**config.mk**
```make
export PLATFORM = sky130hd
export DESIGN_NAME = uart_rx_param
export DESIGN_NICKNAME = d
export VERILOG_FILES = /design/src/rtl/uart_rx_param.sv
export SDC_FILE = /design/constraint.sdc
export NUM_CORES = 1
export LEC_CHECK = 0
export CORE_UTILIZATION = 59
export CTS_BUF_LIST = sky130_fd_sc_hd__clkbuf_4
export CTS_CLUSTER_DIAMETER = 60
export DETAILED_ROUTE_END_ITERATION = 8
export GPL_ROUTABILITY_DRIVEN = 0
export PLACE_DENSITY = 0.9
export SYNTH_ARGS = -nofsm -noshare
export SYNTH_HDL_FRONTEND = slang
export SYNTH_SLANG_ARGS = --single-unit
```
**constraint.sdc**
```tcl
create_clock -name clk -period 2.4 [get_ports clk]
set_input_delay 0.24 -clock clk [delete_from_list [all_inputs] [get_ports clk]]
set_output_delay 0.24 -clock clk [all_outputs]
set_load 0.02 [all_outputs]
```
**src/rtl/uart_rx_param.sv**
```systemverilog
// uart_rx_param: oversampling UART receiver with configurable word length,
// parity and stop bits. Serial input is synchronised, sampled at the middle
// of each bit, and delivered through a valid/ready holding register with
// parity, framing and overrun flags.
module uart_rx_param #(
  parameter int DATA_BITS     = 8,
  parameter int OVERSAMPLE    = 8,
  parameter int CLKS_PER_TICK = 5,
  parameter int PARITY_MODE   = 2,
  parameter int STOP_BITS     = 1
) (
  input  logic                 clk,
  input  logic                 reset,
  input  logic                 in,
  input  logic                 ready,
  output logic [DATA_BITS-1:0] data_out,
  output logic                 valid,
  output logic                 parity_err,
  output logic                 frame_err,
  output logic                 overrun,
  output logic                 busy
);

  localparam int TW  = $clog2(CLKS_PER_TICK + 1);
  localparam int SW  = $clog2(OVERSAMPLE + 1);
  localparam int IW  = $clog2(DATA_BITS);
  localparam int MID = OVERSAMPLE / 2;

  localparam logic [TW-1:0] T_ONE   = TW'(1);
  localparam logic [TW-1:0] T_MAX   = TW'(CLKS_PER_TICK);
  localparam logic [SW-1:0] S_ONE   = SW'(1);
  localparam logic [SW-1:0] S_MID   = SW'(MID);
  localparam logic [SW-1:0] S_LAST  = SW'(OVERSAMPLE);
  localparam logic [IW-1:0] I_LAST  = IW'(DATA_BITS - 1);
  localparam logic          STOP_LAST = 1'(STOP_BITS - 1);

  typedef enum logic [2:0] {
    IDLE   = 3'd0,
    START  = 3'd1,
    DATA   = 3'd2,
    PARITY = 3'd3,
    STOP   = 3'd4
  } state_t;

  // Synchroniser
  logic sync1_q, rx_s_q;

  // Tick generator and receive state
  logic [TW-1:0]        tcnt_q, tcnt_d;
  logic                 tick;
  state_t               state_q, state_d;
  logic [SW-1:0]        s_q, s_d;
  logic [IW-1:0]        idx_q, idx_d;
  logic                 stop_q, stop_d;
  logic [DATA_BITS-1:0] shreg_q, shreg_d;
  logic                 perr_q, perr_d;
  logic                 ferr_q, ferr_d;

  // Holding register seen by the consumer
  logic [DATA_BITS-1:0] dout_q, dout_d;
  logic                 valid_q, valid_d;
  logic                 pe_q, pe_d;
  logic                 fe_q, fe_d;
  logic                 ovr_q, ovr_d;
  logic                 busy_q, busy_d;

  logic commit;
  logic mid;
  logic last;
  logic exp_par;
  logic xfer;

  assign tick    = (tcnt_q == T_MAX);
  assign mid     = (s_q == S_MID);
  assign last    = (s_q == S_LAST);
  assign exp_par = (PARITY_MODE == 1) ? (^shreg_q) : ~(^shreg_q);
  assign xfer    = valid_q & ready;

  // Two-flop synchroniser on the asynchronous serial line (idles high)
  always_ff @(posedge clk or posedge reset) begin
    if (reset) begin
      sync1_q <= 1'b1;
      rx_s_q  <= 1'b1;
    end else begin
      sync1_q <= in;
      rx_s_q  <= sync1_q;
    end
  end

  // Next-state logic: tick counter, bit-level FSM, and handshake register
  always_comb begin
    tcnt_d  = tick ? T_ONE : tcnt_q + T_ONE;
    state_d = state_q;
    s_d     = s_q;
    idx_d   = idx_q;
    stop_d  = stop_q;
    shreg_d = shreg_q;
    perr_d  = perr_q;
    ferr_d  = ferr_q;
    commit  = 1'b0;

    if (tick) begin
      case (state_q)
        IDLE: begin
          if (!rx_s_q) begin
            state_d = START;
            s_d     = S_ONE;
            perr_d  = 1'b0;
            ferr_d  = 1'b0;
          end
        end
        START: begin
          if (mid && rx_s_q) begin
            // Line went back high before mid-bit: treat as noise
            state_d = IDLE;
            s_d     = S_ONE;
          end else if (last) begin
            state_d = DATA;
            s_d     = S_ONE;
            idx_d   = '0;
          end else begin
            s_d = s_q + S_ONE;
          end
        end
        DATA: begin
          if (mid) begin
            shreg_d[idx_q] = rx_s_q;
          end
          if (last) begin
            s_d = S_ONE;
            if (idx_q == I_LAST) begin
              state_d = (PARITY_MODE != 0) ? PARITY : STOP;
              stop_d  = 1'b0;
            end else begin
              idx_d = idx_q + IW'(1);
            end
          end else begin
            s_d = s_q + S_ONE;
          end
        end
        PARITY: begin
          if (mid) begin
            perr_d = (rx_s_q != exp_par);
          end
          if (last) begin
            state_d = STOP;
            s_d     = S_ONE;
            stop_d  = 1'b0;
          end else begin
            s_d = s_q + S_ONE;
          end
        end
        STOP: begin
          if (mid) begin
            if (!rx_s_q) begin
              ferr_d = 1'b1;
            end
            if (stop_q == STOP_LAST) begin
              // Commit at mid-stop so the next start edge can be caught
              commit  = 1'b1;
              state_d = IDLE;
              s_d     = S_ONE;
            end else begin
              s_d = s_q + S_ONE;
            end
          end else if (last) begin
            stop_d = stop_q + 1'b1;
            s_d    = S_ONE;
          end else begin
            s_d = s_q + S_ONE;
          end
        end
        default: begin
          state_d = IDLE;
          s_d     = S_ONE;
        end
      endcase
    end

    dout_d  = dout_q;
    valid_d = valid_q;
    pe_d    = pe_q;
    fe_d    = fe_q;
    ovr_d   = ovr_q;
    if (commit) begin
      dout_d  = shreg_q;
      pe_d    = perr_d;
      fe_d    = ferr_d;
      valid_d = 1'b1;
      // Overwriting a word that is not being taken this cycle is an overrun
      ovr_d   = valid_q & ~ready;
    end else if (xfer) begin
      valid_d = 1'b0;
      ovr_d   = 1'b0;
    end
    busy_d = (state_d != IDLE);
  end

  // State and output registers
  always_ff @(posedge clk or posedge reset) begin
    if (reset) begin
      tcnt_q  <= T_ONE;
      state_q <= IDLE;
      s_q     <= S_ONE;
      idx_q   <= '0;
      stop_q  <= 1'b0;
      shreg_q <= '0;
      perr_q  <= 1'b0;
      ferr_q  <= 1'b0;
      dout_q  <= '0;
      valid_q <= 1'b0;
      pe_q    <= 1'b0;
      fe_q    <= 1'b0;
      ovr_q   <= 1'b0;
      busy_q  <= 1'b0;
    end else begin
      tcnt_q  <= tcnt_d;
      state_q <= state_d;
      s_q     <= s_d;
      idx_q   <= idx_d;
      stop_q  <= stop_d;
      shreg_q <= shreg_d;
      perr_q  <= perr_d;
      ferr_q  <= ferr_d;
      dout_q  <= dout_d;
      valid_q <= valid_d;
      pe_q    <= pe_d;
      fe_q    <= fe_d;
      ovr_q   <= ovr_d;
      busy_q  <= busy_d;
    end
  end

  assign data_out   = dout_q;
  assign valid      = valid_q;
  assign parity_err = pe_q;
  assign frame_err  = fe_q;
  assign overrun    = ovr_q;
  assign busy       = busy_q;

endmodule
```
==> impl_metrics.yaml <==
# generated from flow reports
critical_path:
  path_depth: 7
  start_kind: "flip-flop"
  ff2ff_setup_slack_ns: 0.1
  r2r_start: "s_q[1]"
  critPathKind: "reg -> reg"
  cp-startpoint: "s_q[1]"
  rr_endpoint: "s_q[2]"
  worst_path_most_repeated_cell: "nor3_1"
  end_kind: "flip-flop"
  worst_r2r_path_depth: 7
  cp.arrival_ns: 2.56
  crit_required_ns: 2.66
  slowest_delay_ns: 0.46
  cp-endpoint: "s_q[2]"
min_path:
  hold_path.class: "in -> async"
layout:
  num-nonclk-inverters: 9
  layout.cells.non_filler: 238
  logic_gate_count: 120
  final_cell_area_sq_um: 2200
  flops: 39
  final-comb-area_sq_um: 901
  diodes: 0
  nClkBuffers: 6
  utilization_pct: 71.0
  largest_cell_class: "flip-flops and latches"
  final_cell_mix: "dfrtp_1 (35), mux2_1 (17), clkdlybuf4s50_1 (16)"
  seq-cell-share_pct: 44.5
  layout.nets: 201
  seq_area_sq_um: 981
  clock_area_share_pct: 2.61
  syn2layout_area_growth_pct: 12.8
  n_all_buffers: 18
synthesis:
  ff_type: "dfrtp_1"
  ys_seq_share_pct: 50.2
  yosysUniqueCellTypes: 45
  netlist_area_sq_um: 1950
  most_common_cell: "dfrtp_1"
  synth_xor_xnor_area_share_pct: 3.59
  yosys.area.top_type: "dfrtp_1"
  yosysWarnings: 0
  synth-simple-area-share_pct: 16.0
  mux_share_pct: 12.4
  ys_chip_area_sq_um: 1950
  synth-seq-cells: 39
  topCellsByArea: "dfrtp_1 (45%), mux2_1 (9.8%), dfstp_2 (5.4%)"
  synth.top_cell.area_share_pct: 44.8
  synth-async-reset-ratio_pct: 100
  top_cells_by_count: "dfrtp_1 (35), mux2_1 (17), a21oi_1 (11), nand2_1 (11), inv_1 (8)"
  aoi_share_pct: 11.7
  postSynthAreaPerCell_sq_um: 11.2
floorplanning:
  rows: 20
  fp.dieW_um: 59.5
  taps: 44
  fp_util_pct: 62.9
  dieArea_sq_um: 3540
  die_height_um: 59.5
job:
  tool_warnings: 27
  drv_cap: 0
power_and_ir_drop:
  ir_drop_mv: 0.472
  power_leader: "sequential cells"
  pg_seq_uw: 838
  p_comb_uw: 386
  combPwrFrac_pct: 24.6
  p_per_area_nw_per_um2: 713
  swShare_pct: 36.2
  intPower_uw: 1000
  power_uw: 1570
  p_sw_uw: 569
  pwr-share-seq_pct: 53.4
routing:
  via_per_inst: 6.11
  drt_iter0_drc: 160
  wl_met1_um: 1590
  ant_nets: 0
  wl_per_cell_um: 16.1
  wl_met3_um: 266
  drc: 0
  first_pass_iters: 4
clock_network:
  cts-root-buf: "clkbuf_4"
  post_cts_resized: 0
  htree_levels: 2
  clkLatencyLatePin_ns: 0.36
  cts_hold_buf: 0
sta:
  relSlewSlack_pct: 66.0
  final.min_clock_period_ns: 2.30
  fin_crit_sh_pct: 96.0
  fin_setup_tns_ns: 0
  setup_slack_ns: 0.0955
  maxSlewViolCount: 0
  tightest_slew_ns: 0.507
  max_freq_mhz: 434
global_routing:
  grtUsageMet2_pct: 39.3
  grt_pass1_vias: 1401
  grt_pass1_wl_um: 6440
  grt_max_degree: 40
  antenna_found_initial: 0
status:
  status: "complete, no violations"
place:
  place_ws_ns: 0.262
  dp_hpwl_um: 2630
  portBuffers: 16
  placed_area_sq_um: 2150
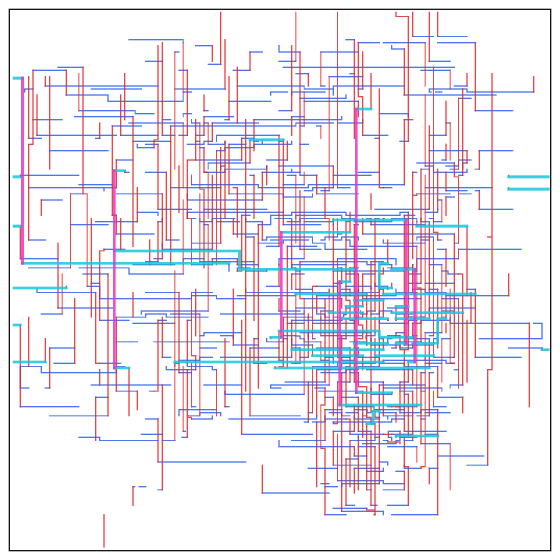
(images/layers.png)
Key: M4 = magenta [wire length 122 um]; M1 = blue [wire length 1590 um]; M2 = red [wire length 1850 um]; M3 = cyan [wire length 266 um]

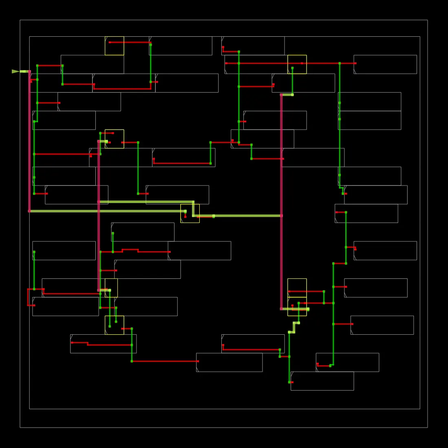
(images/clock_nets.png)
total CTS buffers: 5
clock sinks: 39
clock group power: 345 uW
clock skew: 0.00764 ns

Power and IR drop assume default switching activity.
